==> images/drive_strength.png <==
Bar = 20 µm.
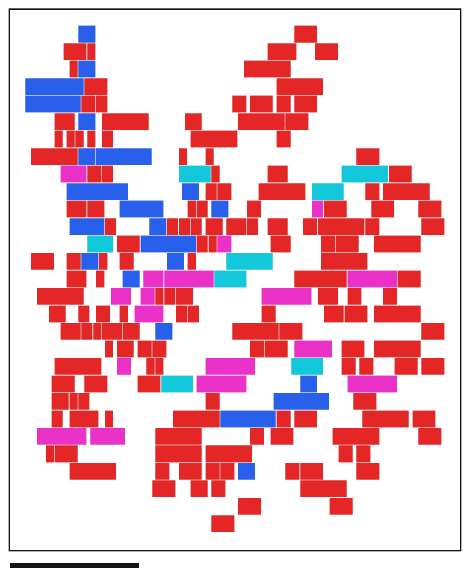
==> images/cell_classes.png <==
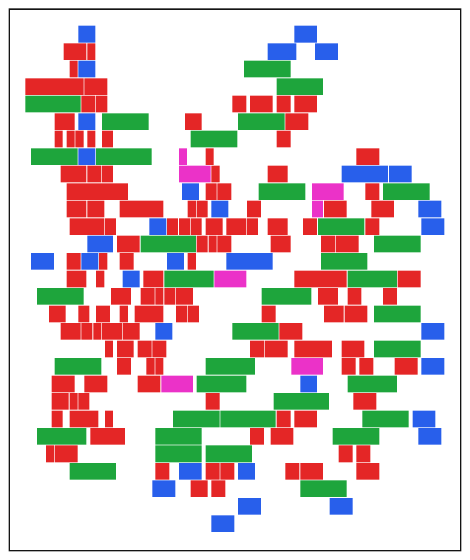
**src/rtl/uart_rx_cfg.sv**
```systemverilog
// ---------------------------------------------------------------------------
// uart_rx_cfg
//   Parametrised UART receiver. It takes the shared baud*OVERSAMPLE tick and
//   the raw serial line, and delivers each received word through a
//   valid/ready holding register. The holding register reports parity and
//   framing errors, and an overrun pulse when a completed frame has to be
//   dropped.
//
//   Optional feature macro: UART_RX_MAJORITY_EN
//     defined   : each bit is the 2-of-3 majority of samples taken at MID-1,
//                 MID and MID+1. Every decision (bit value, start glitch
//                 check, frame completion) is taken at MID+1.
//     undefined : each bit is a single sample taken at MID.
//
// Parameters
//   DATA_BITS    data bits per frame, 5..9, LSB first
//   OVERSAMPLE   ticks per bit, even, 8..32
//   PARITY_MODE  0 none, 1 even, 2 odd
//   STOP_BITS    stop bits checked, 1 or 2
//
// Ports
//   clk          in   system clock
//   arst_n       in   synchronous active-low reset
//   tick         in   1-cycle strobe at baud*OVERSAMPLE
//   rx           in   asynchronous serial line, idle high
//   rx_data      out  received word, right-aligned, stable while rx_valid=1
//   rx_valid     out  word available in the holding register
//   rx_ready     in   consumer accepts the word when rx_valid && rx_ready
//   parity_err   out  parity mismatch for the held word
//   frame_err    out  a checked stop bit was sampled low for the held word
//   overrun_err  out  1-cycle pulse: completed frame dropped, holding reg full
// ---------------------------------------------------------------------------
module uart_rx_cfg #(
    parameter int DATA_BITS   = 8,
    parameter int OVERSAMPLE  = 16,
    parameter int PARITY_MODE = 0,
    parameter int STOP_BITS   = 1
) (
    input  logic                 clk,
    input  logic                 arst_n,
    input  logic                 tick,
    input  logic                 rx,
    output logic [DATA_BITS-1:0] rx_data,
    output logic                 rx_valid,
    input  logic                 rx_ready,
    output logic                 parity_err,
    output logic                 frame_err,
    output logic                 overrun_err
);

    localparam int OS_W = $clog2(OVERSAMPLE);
    localparam int BC_W = $clog2(DATA_BITS);

    localparam logic [OS_W-1:0] C_MID    = OS_W'(OVERSAMPLE / 2 - 1);
    localparam logic [OS_W-1:0] C_MID_M1 = OS_W'(OVERSAMPLE / 2 - 2);
    localparam logic [OS_W-1:0] C_LAST   = OS_W'(OVERSAMPLE - 1);
`ifdef UART_RX_MAJORITY_EN
    // Decision point is the third of the three samples.
    localparam logic [OS_W-1:0] C_DEC    = OS_W'(OVERSAMPLE / 2);
`else
    localparam logic [OS_W-1:0] C_DEC    = C_MID;
`endif
    localparam logic [BC_W-1:0] C_LAST_BIT  = BC_W'(DATA_BITS - 1);
    localparam logic            C_LAST_STOP = (STOP_BITS == 2);
    localparam logic            C_ODD       = (PARITY_MODE == 2);

    typedef enum logic [2:0] {
        S_IDLE,
        S_START,
        S_DATA,
        S_PARITY,
        S_STOP,
        S_BREAK
    } state_t;

    // ------------------------------------------------------------------
    // Input synchronizer (resets to the idle-high line level)
    // ------------------------------------------------------------------
    logic r_rx_meta;
    logic r_rx_s;

    always_ff @(posedge clk) begin
        if (!arst_n) begin
            r_rx_meta <= 1'b1;
            r_rx_s    <= 1'b1;
        end else begin
            r_rx_meta <= rx;
            r_rx_s    <= r_rx_meta;
        end
    end

    // ------------------------------------------------------------------
    // Receiver state
    // ------------------------------------------------------------------
    state_t                r_state;
    logic [OS_W-1:0]       r_os_cnt;
    logic [BC_W-1:0]       r_bit_cnt;
    logic                  r_stop_cnt;
    logic [DATA_BITS-1:0]  r_shreg;
    logic                  r_par_int;
    logic                  r_frm_int;
    logic                  r_done;

    logic w_counting;
    logic w_dec;
    logic w_wrap;
    logic w_bit;

    // The oversample counter only runs while a frame is in progress.
    assign w_counting = (r_state == S_START) || (r_state == S_DATA) ||
                        (r_state == S_PARITY) || (r_state == S_STOP);
    assign w_dec      = tick && (r_os_cnt == C_DEC);
    assign w_wrap     = tick && (r_os_cnt == C_LAST);

`ifdef UART_RX_MAJORITY_EN
    logic r_maj_a;
    logic r_maj_b;

    // Early samples at MID-1 and MID; the third sample is the live rx_s
    // at the decision tick.
    always_ff @(posedge clk) begin
        if (!arst_n) begin
            r_maj_a <= 1'b1;
            r_maj_b <= 1'b1;
        end else if (tick && w_counting) begin
            if (r_os_cnt == C_MID_M1) begin
                r_maj_a <= r_rx_s;
            end
            if (r_os_cnt == C_MID) begin
                r_maj_b <= r_rx_s;
            end
        end
    end

    assign w_bit = (r_maj_a & r_maj_b) | (r_maj_a & r_rx_s) | (r_maj_b & r_rx_s);
`else
    assign w_bit = r_rx_s;
`endif

    always_ff @(posedge clk) begin
        if (!arst_n) begin
            r_state    <= S_IDLE;
            r_os_cnt   <= '0;
            r_bit_cnt  <= '0;
            r_stop_cnt <= 1'b0;
            r_shreg    <= '0;
            r_par_int  <= 1'b0;
            r_frm_int  <= 1'b0;
            r_done     <= 1'b0;
        end else begin
            r_done <= 1'b0;

            if (w_counting && tick) begin
                r_os_cnt <= (r_os_cnt == C_LAST) ? '0 : r_os_cnt + OS_W'(1);
            end

            case (r_state)
                S_IDLE: begin
                    // A tick coinciding with the falling edge is not counted.
                    if (!r_rx_s) begin
                        r_state   <= S_START;
                        r_os_cnt  <= '0;
                        r_par_int <= 1'b0;
                        r_frm_int <= 1'b0;
                    end
                end

                S_START: begin
                    if (w_dec && w_bit) begin
                        // Line back high at mid start bit: a glitch.
                        r_state  <= S_IDLE;
                        r_os_cnt <= '0;
                    end else if (w_wrap) begin
                        r_state   <= S_DATA;
                        r_bit_cnt <= '0;
                    end
                end

                S_DATA: begin
                    // LSB arrives first, so after DATA_BITS shifts it sits at bit 0.
                    if (w_dec) begin
                        r_shreg <= {w_bit, r_shreg[DATA_BITS-1:1]};
                    end
                    if (w_wrap) begin
                        if (r_bit_cnt == C_LAST_BIT) begin
                            r_stop_cnt <= 1'b0;
                            r_state    <= (PARITY_MODE != 0) ? S_PARITY : S_STOP;
                        end else begin
                            r_bit_cnt <= r_bit_cnt + BC_W'(1);
                        end
                    end
                end

                S_PARITY: begin
                    if (w_dec) begin
                        r_par_int <= (^{r_shreg, w_bit}) ^ C_ODD;
                    end
                    if (w_wrap) begin
                        r_state    <= S_STOP;
                        r_stop_cnt <= 1'b0;
                    end
                end

                S_STOP: begin
                    if (w_dec) begin
                        r_frm_int <= r_frm_int | ~w_bit;
                        // The frame completes mid last stop bit, so a
                        // back-to-back start edge is never missed.
                        if (r_stop_cnt == C_LAST_STOP) begin
                            r_done   <= 1'b1;
                            r_os_cnt <= '0;
                            r_state  <= (r_frm_int | ~w_bit) ? S_BREAK : S_IDLE;
                        end
                    end
                    if (w_wrap) begin
                        r_stop_cnt <= r_stop_cnt + 1'b1;
                    end
                end

                S_BREAK: begin
                    // Hold off until the line is released so a stuck-low
                    // line is not read as a stream of start bits.
                    if (r_rx_s) begin
                        r_state <= S_IDLE;
                    end
                end

                default: begin
                    r_state <= S_IDLE;
                end
            endcase
        end
    end

    // ------------------------------------------------------------------
    // Valid/ready holding register
    // ------------------------------------------------------------------
    logic [DATA_BITS-1:0] r_rx_data;
    logic                 r_rx_valid;
    logic                 r_parity_err;
    logic                 r_frame_err;
    logic                 r_overrun_err;

    always_ff @(posedge clk) begin
        if (!arst_n) begin
            r_rx_data     <= '0;
            r_rx_valid    <= 1'b0;
            r_parity_err  <= 1'b0;
            r_frame_err   <= 1'b0;
            r_overrun_err <= 1'b0;
        end else begin
            r_overrun_err <= 1'b0;
            if (r_done) begin
                // A simultaneous accept frees the register for the new word.
                if (!r_rx_valid || rx_ready) begin
                    r_rx_data    <= r_shreg;
                    r_parity_err <= r_par_int;
                    r_frame_err  <= r_frm_int;
                    r_rx_valid   <= 1'b1;
                end else begin
                    r_overrun_err <= 1'b1;
                end
            end else if (r_rx_valid && rx_ready) begin
                r_rx_valid <= 1'b0;
            end
        end
    end

    assign rx_data     = r_rx_data;
    assign rx_valid    = r_rx_valid;
    assign parity_err  = r_parity_err;
    assign frame_err   = r_frame_err;
    assign overrun_err = r_overrun_err;

endmodule

```
**config.mk**
```make
export PLATFORM = sky130hd
export DESIGN_NAME = uart_rx_cfg
export DESIGN_NICKNAME = d
export VERILOG_FILES = /design/src/rtl/uart_rx_cfg.sv
export SDC_FILE = /design/constraint.sdc
export NUM_CORES = 1
export LEC_CHECK = 0
export CAP_MARGIN = 5
export CORE_AREA = 2 2 68 82
export DETAILED_ROUTE_END_ITERATION = 8
export DIE_AREA = 0 0 70 84
export PLACE_DENSITY = 0.51
export SETUP_SLACK_MARGIN = 0.4
export SKIP_CTS_REPAIR_TIMING = 1
export SKIP_LAST_GASP = 1
export SYNTH_ARGS = -nofsm -noshare
export SYNTH_HDL_FRONTEND = slang
export SYNTH_SLANG_ARGS = --single-unit
```
**constraint.sdc**
```tcl
create_clock -name clk -period 1.8 [get_ports clk]
set_input_delay 0.18 -clock clk [delete_from_list [all_inputs] [get_ports clk]]
set_output_delay 0.18 -clock clk [all_outputs]
set_load 0.01 [all_outputs]
```
==> flow_metrics.tcl <==
# metrics dict for downstream scripts
set metrics [dict create \
    clk_path_buf_depth 2 \
    largestClassByArea "logic gates" \
    wl_um 3390 \
    seq_area_um2 748 \
    ff2ff_setup_slack_ns 0.23 \
    yosys-top-cells-count "dfxtp_1 (36), mux2i_1 (23), nor2b_1 (20), nand2_1 (14), nor2_1 (10)" \
    ant_nets 0 \
    dieArea_um2 5880 \
    top_cell_area_share_pct 41.8 \
    clkPwrFrac_pct 30.4 \
    layout.cells.non_filler 269 \
    min_to "r_rx_s" \
    clock_latency_ns 0.28 \
    viasPerCell 5.01 \
    nClkBuffers 6 \
    flop_cell "dfxtp_1" \
    cts_tree "yes" \
    holdWs_ns 0.422 \
    fin_skew_ns 0.00468 \
    rsz0062_at_grt "true" \
    cp-end-kind "flip-flop" \
    synth_cells 178 \
    crit_start "r_os_cnt[1]" \
    fin_util_pct 43.0 \
    dp_cells 254 \
    num-multi-input-gates 132 \
    fin_total_pwr_uw 1730 \
    power.group.top "sequential cells" \
    lay_top_cells "dfxtp_1 (24), mux2i_1 (23), nor2b_1 (20)" \
    edf_count 0 \
    synth.largest_area_cell "dfxtp_1" \
    drt_iter0_markers 36 \
    status "finished clean" \
    worst_ep_arrival_time_ns 1.74 \
    synth_nets 186 \
    ys_area_um2 1720 \
    synth_cell_types 44 \
    async_reset_ff_share_pct 0 \
    grtUsageTotal_pct 12.3 \
    p_clk_uw 526 \
]
-- drive_strength.png (at the start) --
- cyan: drive 6 and up (cells 8)
- red: drive 1 or less (cells 160)
- magenta: drive 2 (cells 17)
- blue: drive 3 to 4 (cells 22)
area grow syn2layout: 28.5%
Non-CTS buffers: 32
setup ws final: 0.226 ns

-- cell_classes.png (at the start) --
- blue: other buffers and delay cells (cells 32; share of their area 15%)
- green: flip-flops (cells 36; share of their area 35%)
- magenta: clock drivers and dummy loads (cells 7; share of their area 3.6%)
- red: all other logic (cells 132; share of their area 47%)
Core ar.: 5150 µm²
Rows: 29
register share of the cell area: 33.8%

==> cell families (layout without fill, tap and decap cells) <==
logic type	after synthesis	after routing	synth area share (%)
XOR/XNOR	8	8	4.87
multiplexers	23	23	13.4
flip-flops	36	36	41.8
AND/OR/NAND/NOR	75	75	25.4
adder cells (fa/ha/maj)	3	3	2.18
AND-OR/OR-AND	23	23	9.73
buffers and inverters	10	39	2.61
==> critical path, cell delays in order, from the launching register on <==
cell	delay, ns
dfxtp_4	0.36
ha_4	0.16
and4b_2	0.25
nand2_2	0.08
nand3b_1	0.08
a211o_1	0.37
mux2i_1	0.15
==> routing by layer <==
| layer | wire [µm] | GRT usage, % |
|---|---|---|
| met1 | 1490 | 13.4 |
| met2 | 1790 | 21.7 |
| met3 | 92 | 3.99 |
| met4 | 25 | 4.72 |
| met5 | 0 | 0 |
